$ cat src/rtl/st_commit_unit_pkg.sv
// Shared tag constants and commit FSM encoding for the store commit path.
package st_commit_unit_pkg;

  localparam int TAG_W = 4;

  localparam logic [TAG_W-1:0] NOTAG  = 4'd0;
  localparam logic [TAG_W-1:0] ADD_1  = 4'd1;
  localparam logic [TAG_W-1:0] ADD_2  = 4'd2;
  localparam logic [TAG_W-1:0] ADD_3  = 4'd3;
  localparam logic [TAG_W-1:0] MULT_1 = 4'd4;
  localparam logic [TAG_W-1:0] MULT_2 = 4'd5;
  localparam logic [TAG_W-1:0] LD_1   = 4'd6;
  localparam logic [TAG_W-1:0] LD_2   = 4'd7;
  localparam logic [TAG_W-1:0] LD_3   = 4'd8;
  localparam logic [TAG_W-1:0] ST_1   = 4'd9;
  localparam logic [TAG_W-1:0] ST_2   = 4'd10;

  typedef enum logic [1:0] {
    S_IDLE = 2'd0,
    S_REQ  = 2'd1,
    S_REL  = 2'd2
  } commit_state_t;

endpackage

$ cat src/rtl/st_commit_unit_if.sv
// Data-memory write port: request/ack handshake carrying one store.
interface st_commit_unit_if #(
  parameter int ADDR_W = 64,
  parameter int DATA_W = 64
);
  logic              mem_req;
  logic [ADDR_W-1:0] mem_addr;
  logic [DATA_W-1:0] mem_wdata;
  logic              mem_ack;

  modport master (output mem_req, mem_addr, mem_wdata, input mem_ack);
  modport slave  (input mem_req, mem_addr, mem_wdata, output mem_ack);
endinterface

$ cat src/rtl/st_commit_unit_order_fifo.sv
// Two-entry FIFO of store entry indices, kept in allocation (program) order.
module st_order_fifo (
  input  logic       clk,
  input  logic       rst_n,
  input  logic       push,
  input  logic       push_idx,
  input  logic       pop,
  output logic       head,
  output logic [1:0] count
);

  logic [1:0] slot;
  logic       rd_ptr;
  logic       wr_ptr;
  logic       do_push;
  logic       do_pop;

  assign do_pop  = pop && (count != 2'd0);
  // A full queue still takes a push when the head leaves in the same cycle.
  assign do_push = push && ((count != 2'd2) || do_pop);
  assign head    = slot[rd_ptr];

  always_ff @(posedge clk or negedge rst_n) begin
    if (!rst_n) begin
      slot   <= 2'b00;
      rd_ptr <= 1'b0;
      wr_ptr <= 1'b0;
      count  <= 2'd0;
    end else begin
      if (do_push) begin
        slot[wr_ptr] <= push_idx;
        wr_ptr       <= ~wr_ptr;
      end
      if (do_pop) rd_ptr <= ~rd_ptr;
      count <= count + {1'b0, do_push} - {1'b0, do_pop};
    end
  end

  overflow_chk: assert property (@(posedge clk) disable iff (!rst_n)
    !(push && (count == 2'd2) && !do_pop));

endmodule

$ cat src/rtl/st_commit_unit.sv
// Commits the oldest resolved store from the 2-entry store RS to data memory.
//   state | meaning
//   IDLE  | waiting for the queue head to have operands and address
//   REQ   | write request held with latched addr/data until mem_ack
//   REL   | one-cycle tag release to the RS, head popped
module st_commit_unit
  import st_commit_unit_pkg::*;
#(
  parameter int              ADDR_W  = 64,
  parameter int              DATA_W  = 64,
  parameter logic [TAG_W-1:0] TAG_ST1 = ST_1,
  parameter logic [TAG_W-1:0] TAG_ST2 = ST_2
) (
  input  logic                  clk,
  input  logic                  rst_n,
  input  logic                  alloc_valid,
  input  logic [TAG_W-1:0]      alloc_tag,
  input  logic [1:0]            rs_ready_bus,
  input  logic [1:0]            addr_done,
  input  logic [2*ADDR_W-1:0]   rs_st_addr,
  input  logic [2*DATA_W-1:0]   rs_st_data,
  st_commit_unit_if.master      mem,
  output logic                  free_tag_flag,
  output logic [TAG_W-1:0]      free_this_tag,
  output logic                  busy
);

  commit_state_t     state;
  commit_state_t     state_nxt;
  logic              head;
  logic [1:0]        q_count;
  logic [1:0]        addr_ok;
  logic [1:0]        rel_mask;
  logic              cand;
  logic              push;
  logic              push_idx;
  logic              pop;
  logic [ADDR_W-1:0] addr_q;
  logic [DATA_W-1:0] wdata_q;

  assign push     = alloc_valid && ((alloc_tag == TAG_ST1) || (alloc_tag == TAG_ST2));
  assign push_idx = (alloc_tag == TAG_ST2);
  assign pop      = (state == S_REL);
  assign rel_mask = pop ? (head ? 2'b10 : 2'b01) : 2'b00;

  st_order_fifo u_order (
    .clk      (clk),
    .rst_n    (rst_n),
    .push     (push),
    .push_idx (push_idx),
    .pop      (pop),
    .head     (head),
    .count    (q_count)
  );

  // rs_ready_bus is packed opposite to the entry index: bit1 is entry0.
  assign cand = (q_count != 2'd0) && rs_ready_bus[~head] && addr_ok[head];

  always_ff @(posedge clk or negedge rst_n) begin
    if (!rst_n) addr_ok <= 2'b00;
    else        addr_ok <= (addr_ok | addr_done) & ~rel_mask;
  end

  always_ff @(posedge clk or negedge rst_n) begin
    if (!rst_n) state <= S_IDLE;
    else        state <= state_nxt;
  end

  always_comb begin
    state_nxt = state;
    case (state)
      S_IDLE:  if (cand) state_nxt = S_REQ;
      S_REQ:   if (mem.mem_ack) state_nxt = S_REL;
      S_REL:   state_nxt = S_IDLE;
      default: state_nxt = S_IDLE;
    endcase
  end

  // Snapshot at issue so RS updates cannot disturb an in-flight write.
  always_ff @(posedge clk or negedge rst_n) begin
    if (!rst_n) begin
      addr_q  <= '0;
      wdata_q <= '0;
    end else if ((state == S_IDLE) && cand) begin
      addr_q  <= head ? rs_st_addr[2*ADDR_W-1:ADDR_W] : rs_st_addr[ADDR_W-1:0];
      wdata_q <= head ? rs_st_data[2*DATA_W-1:DATA_W] : rs_st_data[DATA_W-1:0];
    end
  end

  assign mem.mem_req   = (state == S_REQ);
  assign mem.mem_addr  = addr_q;
  assign mem.mem_wdata = wdata_q;
  assign free_tag_flag = (state == S_REL);
  assign free_this_tag = free_tag_flag ? (head ? TAG_ST2 : TAG_ST1) : NOTAG;
  assign busy          = (state != S_IDLE);

endmodule

$ cat src/flat_wrapper.sv
// flat-port wrapper written by rule: the top's interface ports become plain ports
module st_commit_unit_flat import st_commit_unit_pkg::*;
#(
  parameter int              ADDR_W  = 64,
  parameter int              DATA_W  = 64,
  parameter logic [TAG_W-1:0] TAG_ST1 = ST_1,
  parameter logic [TAG_W-1:0] TAG_ST2 = ST_2
)
  (clk, rst_n, alloc_valid, alloc_tag, rs_ready_bus, addr_done, rs_st_addr, rs_st_data, free_tag_flag, free_this_tag, busy, mem_mem_req, mem_mem_addr, mem_mem_wdata, mem_mem_ack);
  st_commit_unit_if #(.ADDR_W(ADDR_W), .DATA_W(DATA_W)) mem_i ();
  input  logic clk;
  input  logic rst_n;
  input  logic alloc_valid;
  input  logic [TAG_W-1:0] alloc_tag;
  input  logic [1:0] rs_ready_bus;
  input  logic [1:0] addr_done;
  input  logic [2*ADDR_W-1:0] rs_st_addr;
  input  logic [2*DATA_W-1:0] rs_st_data;
  output logic free_tag_flag;
  output logic [TAG_W-1:0] free_this_tag;
  output logic busy;
  output wire logic [$bits(mem_i.mem_req)-1:0] mem_mem_req;
  output wire logic [$bits(mem_i.mem_addr)-1:0] mem_mem_addr;
  output wire logic [$bits(mem_i.mem_wdata)-1:0] mem_mem_wdata;
  input wire logic [$bits(mem_i.mem_ack)-1:0] mem_mem_ack;
  assign mem_mem_req = mem_i.mem_req;
  assign mem_mem_addr = mem_i.mem_addr;
  assign mem_mem_wdata = mem_i.mem_wdata;
  assign mem_i.mem_ack = mem_mem_ack;
  st_commit_unit #(.ADDR_W(ADDR_W), .DATA_W(DATA_W), .TAG_ST1(TAG_ST1), .TAG_ST2(TAG_ST2)) u_core (.clk(clk), .rst_n(rst_n), .alloc_valid(alloc_valid), .alloc_tag(alloc_tag), .rs_ready_bus(rs_ready_bus), .addr_done(addr_done), .rs_st_addr(rs_st_addr), .rs_st_data(rs_st_data), .mem(mem_i), .free_tag_flag(free_tag_flag), .free_this_tag(free_this_tag), .busy(busy));
endmodule
$ cat config.mk
export PLATFORM = sky130hd
export DESIGN_NAME = st_commit_unit_flat
export DESIGN_NICKNAME = d
export VERILOG_FILES = /design/src/rtl/st_commit_unit_pkg.sv /design/src/rtl/st_commit_unit_if.sv /design/src/rtl/st_commit_unit_order_fifo.sv /design/src/rtl/st_commit_unit.sv /design/src/flat_wrapper.sv
export SDC_FILE = /design/constraint.sdc
export NUM_CORES = 1
export LEC_CHECK = 0
export ABC_AREA = 1
export CAP_MARGIN = 20
export CORE_UTILIZATION = 30
export CTS_BUF_LIST = sky130_fd_sc_hd__clkbuf_4 sky130_fd_sc_hd__clkbuf_8 sky130_fd_sc_hd__clkbuf_16
export DETAILED_ROUTE_END_ITERATION = 6
export GPL_ROUTABILITY_DRIVEN = 0
export HOLD_SLACK_MARGIN = 0.08
export RECOVER_POWER = 25
export SLEW_MARGIN = 20
export SYNTH_ARGS = -nofsm -noshare
export SYNTH_HDL_FRONTEND = slang
export SYNTH_HIERARCHICAL = 1
export SYNTH_SLANG_ARGS = --single-unit
$ cat constraint.sdc
create_clock -name clk -period 2.3 [get_ports clk]
set_clock_uncertainty 0.15 [all_clocks]
set_input_delay 0.345 -clock clk [delete_from_list [all_inputs] [get_ports clk]]
set_output_delay 0.345 -clock clk [all_outputs]
set_load 0.05 [all_outputs]
==> run summary, run 1 <==
impl run done, here's what came out: P_leak=6.034 nW, TritonCTS clock tree=built, placed cell area=11,500 um2, tool warning count=26, R2R Path End=u_core/mem.mem_wdata[34], Top Family by Delay on Critical Path=buffers and inverters, residual DRC count=0, Max Root-Sink Buffers=2, Synth Warn #=6, Buffers, non-clock=421, flop-to-flop setup slack=0.35 ns, wire length on met3=2123 um, met3 usage in global routing=0.05667, YS chip area=7320 um2, clock-cell share of area=0.04659, IO Port Bufs=401, Hold Buf Count CTS=1, clock buffer count=19, PD cells=1407 nW/um2, largest net degree at the start of global routing=68, Worst VDD drop=0.6509 mV, buffering overhead=0.3540, EDFF count, synth=0, status=finished clean, Top cells excl fill/tap=655 x nand2_1, 394 x clkdlybuf4s50_1, 138 x dfrtp_1, Worst Tran Pin Value=1.311 ns, compound-gate portion of the synthesized area=0.004274, ys flop type=dfrtp_1, Gate Area=3306 um2, die height=158.2 um, final WL=26,260 um, fin crit share=0.9371, Synth top area share=0.4718, global routing's busiest layer=met2
Fig. 1: run 1, gate families picked out
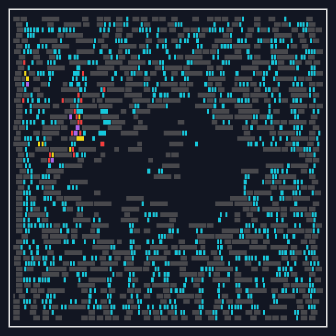
color	family	cells
purple	aoi and oai cells	5
cyan	nand cells	794
red	inv cells	18
yellow	nor cells	8
Layout Cells excl Fill: 1,741
Comb area share: 0.2741

Fig. 2: run 1, sequential cells colored by netlist name
Other sequential cells in the stronger gray, the rest of the logic in the fainter gray.
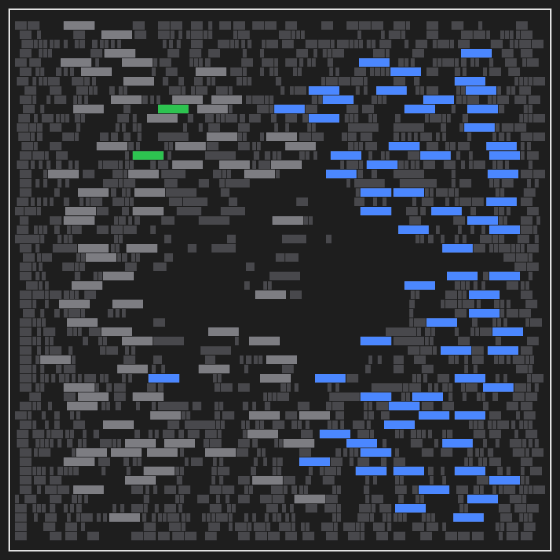
color	netlist name	placed flops
blue	u_core/mem.mem_wdata	64
green	u_core/u_order/slot	2
not colored	72
Util after Layout: 0.5092
sequential share of cell area: 0.2864
Register Area: 3453 um2
sequential power: 4.16 mW

Fig. 3: run 1, cells colored by class
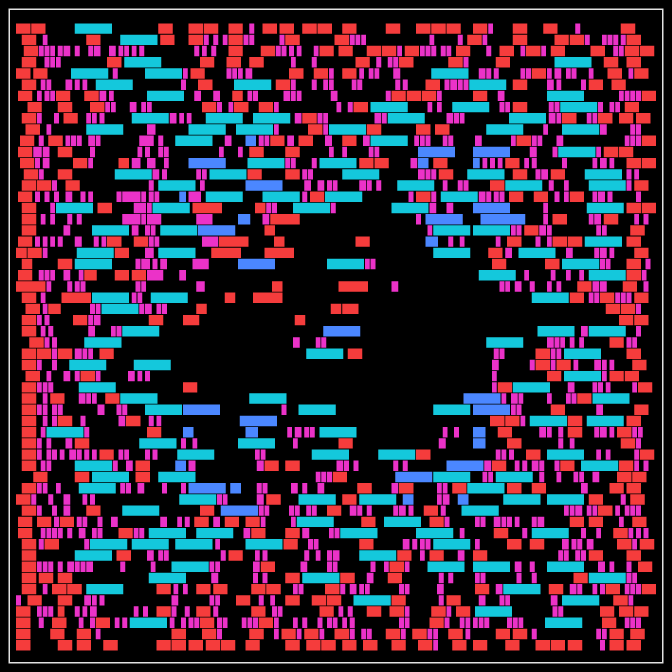
color	class	cells	share of their area
cyan	registers	138	30%
blue	clock drivers and dummy loads	32	4.8%
magenta	remaining logic cells	831	29%
red	remaining buffers and delay cells	421	37%
CORE AREA: 23,680 um2
site row count: 56
post-route cell area: 12,060 um2

Fig. 4: run 1, clock wiring as the flow saved it
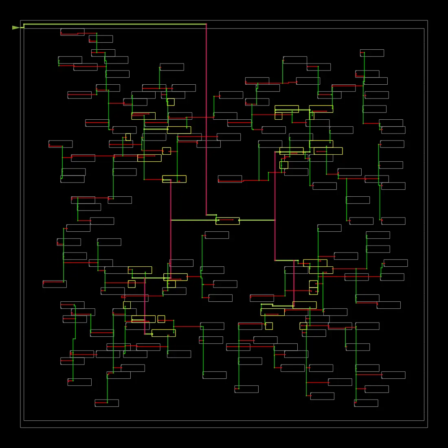

==> run 1 -> run 2 <==
--- a/config.mk
+++ b/config.mk
@@ -13,6 +13,7 @@
 export GPL_ROUTABILITY_DRIVEN = 0
 export HOLD_SLACK_MARGIN = 0.08
 export RECOVER_POWER = 25
+export REMOVE_ABC_BUFFERS = 1
 export SLEW_MARGIN = 20
 export SYNTH_ARGS = -nofsm -noshare
 export SYNTH_HDL_FRONTEND = slang
Fig. 5: run 2, clock wiring as the flow saved it
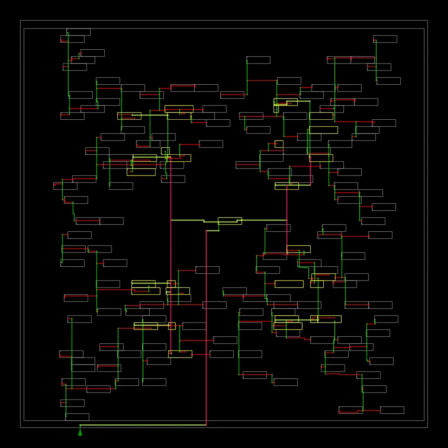
total clock sinks: 138
Latency at later pin: 0.41 ns
total CTS buffers: 17
clock buffer count: 19
Clk. pwr: 3.10 mW

Fig. 6: run 2, clock wires, drivers and flops
Bar = 50 um.
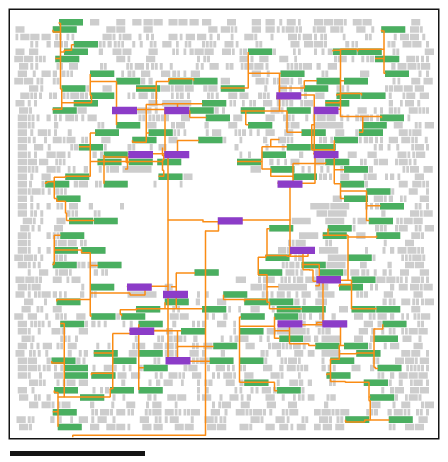
[green] flip-flops | count: 138
[purple] clock-net drivers | count: 17
[orange] clock wires | length: 1,930 um
flops lie	widely spread

==> run 2 against run 1 <==
Effect of this change: via count shrank 1.0%; critical path depth down 5; sequential cell count unchanged; combinational power barely moved; sequential power about the same; global-route usage shrank 0.97 points; clock power up 18%; critical endpoint is now mem_mem_addr[60]; largest cell class unchanged; largest power group unchanged.
==> run summary, run 2 <==
impl run done, here's what came out: status=finished clean, Synth Warn #=6, TritonCTS clock tree=built, wire length on met3=2085 um, tool warning count=25, P_leak=6.086 nW, Gate Area=3306 um2, ys flop type=dfrtp_1, EDFF count, synth=0, sequential share of cell area=0.2839, flop-to-flop setup slack=0.35 ns, Register Area=3453 um2, sequential power=4.17 mW, buffering overhead=0.3511, IO Port Bufs=401, largest net degree at the start of global routing=69, Buffers, non-clock=418, R2R Path End=u_core/mem.mem_wdata[45], final WL=25,270 um, Top cells excl fill/tap=655 x nand2_1, 394 x clkdlybuf4s50_1, 138 x dfrtp_1, YS chip area=7320 um2, Max Root-Sink Buffers=2, CORE AREA=23,680 um2, global routing's busiest layer=met2, Hold Buf Count CTS=1, Worst Tran Pin Value=1.204 ns, placed cell area=11,520 um2, compound-gate portion of the synthesized area=0.004274, clock-cell share of area=0.05472, die height=158.2 um, Worst VDD drop=0.7384 mV, Comb area share=0.2718
Fig. 7: run 2, sequential cells colored by netlist name
Other sequential cells in the stronger gray, the rest of the logic in the fainter gray.
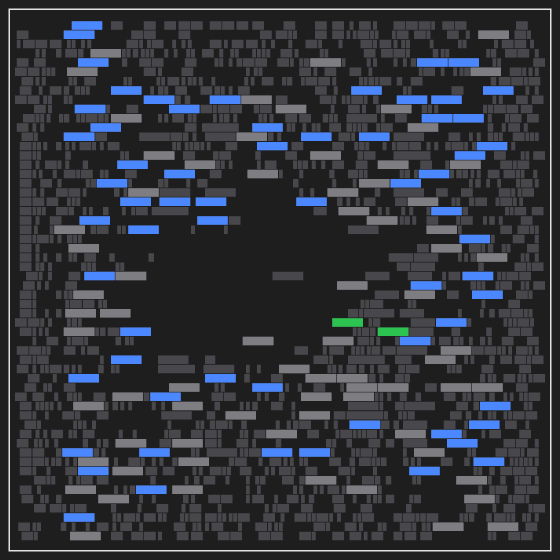

==> run 2 -> run 3 <==
==> constraint.sdc (replaced) <==
create_clock -name clk -period 2.43 [get_ports clk]
set_clock_uncertainty 0.15 [all_clocks]
set_input_delay 0.3645 -clock clk [delete_from_list [all_inputs] [get_ports clk]]
set_output_delay 0.3645 -clock clk [all_outputs]
set_load 0.05 [all_outputs]
Fig. 8: run 3, sequential cells colored by netlist name
Other sequential cells in the stronger gray, the rest of the logic in the fainter gray.
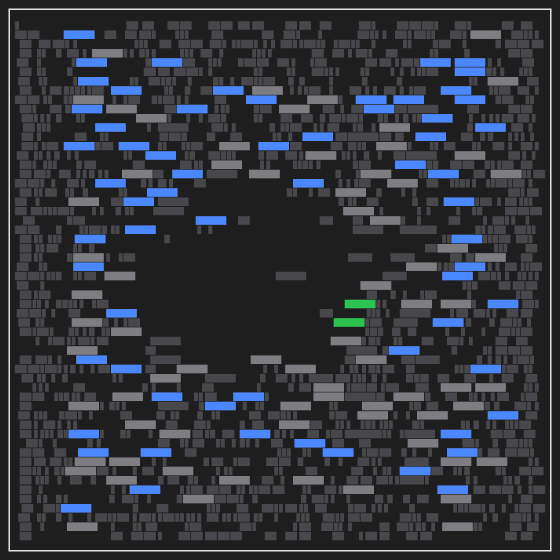
color	netlist name	placed flops
blue	u_core/mem.mem_wdata	64
green	u_core/u_order/slot	2
not colored	72
sequential power: 3.94 mW
Util after Layout: 0.5082

==> run 3 against run 2 <==
Effect of this change: non-clock buffer count fell by 2; critical path type unchanged; power is 7.7% lower; critical endpoint is now mem_mem_req; via count down 0.50%; register-to-register slack gained 0.02 ns.
==> run summary, run 3 <==
impl run done, here's what came out: status=finished clean, sequential share of cell area=0.2869, placed cell area=11,470 um2, total CTS buffers=17, clock buffer count=20, Gate Area=3298 um2, post-route cell area=12,040 um2, die height=158.2 um, residual DRC count=0, R2R Path End=u_core/mem.mem_addr[8], Synth top area share=0.4718, largest net degree at the start of global routing=129, PD cells=1342 nW/um2, Worst VDD drop=0.5119 mV, buffering overhead=0.3510, ys flop type=dfrtp_1, total clock sinks=138, Comb area share=0.2740, site row count=56, Max Root-Sink Buffers=2, Hold Buf Count CTS=1, Layout Cells excl Fill=1,736, Worst Tran Pin Value=1.264 ns, Register Area=3453 um2, IO Port Bufs=401, CORE AREA=23,680 um2, Top cells excl fill/tap=656 x nand2_1, 396 x clkdlybuf4s50_1, 138 x dfrtp_1, tool warning count=27, wire length on met3=2285 um, P_leak=6.017 nW, global routing's busiest layer=met2, flop-to-flop setup slack=0.37 ns, Buffers, non-clock=416, fin crit share=0.9523, Synth Warn #=6, final WL=25,300 um
Fig. 9: run 3, cells colored by class
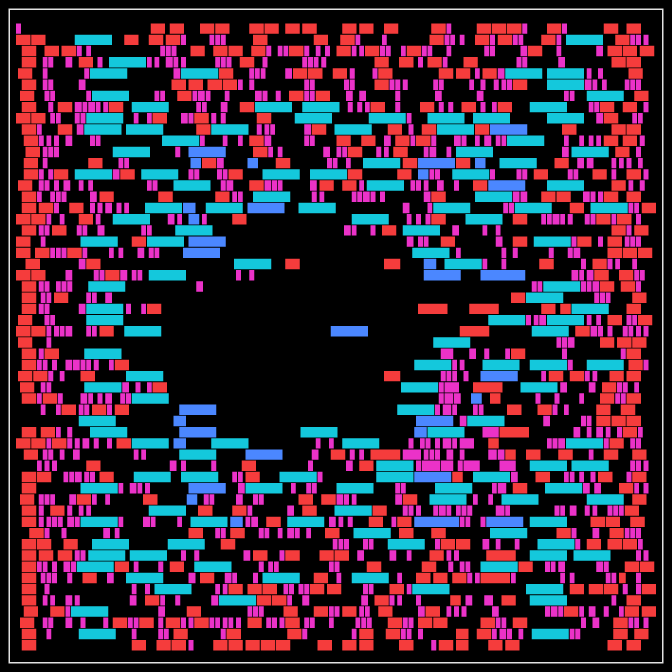
color	class	cells	share of their area
blue	clock drivers and dummy loads	32	5.1%
cyan	registers	138	30%
magenta	remaining logic cells	831	29%
red	remaining buffers and delay cells	416	36%

Power figures rest on the tool's default switching activity, not on a simulated workload.
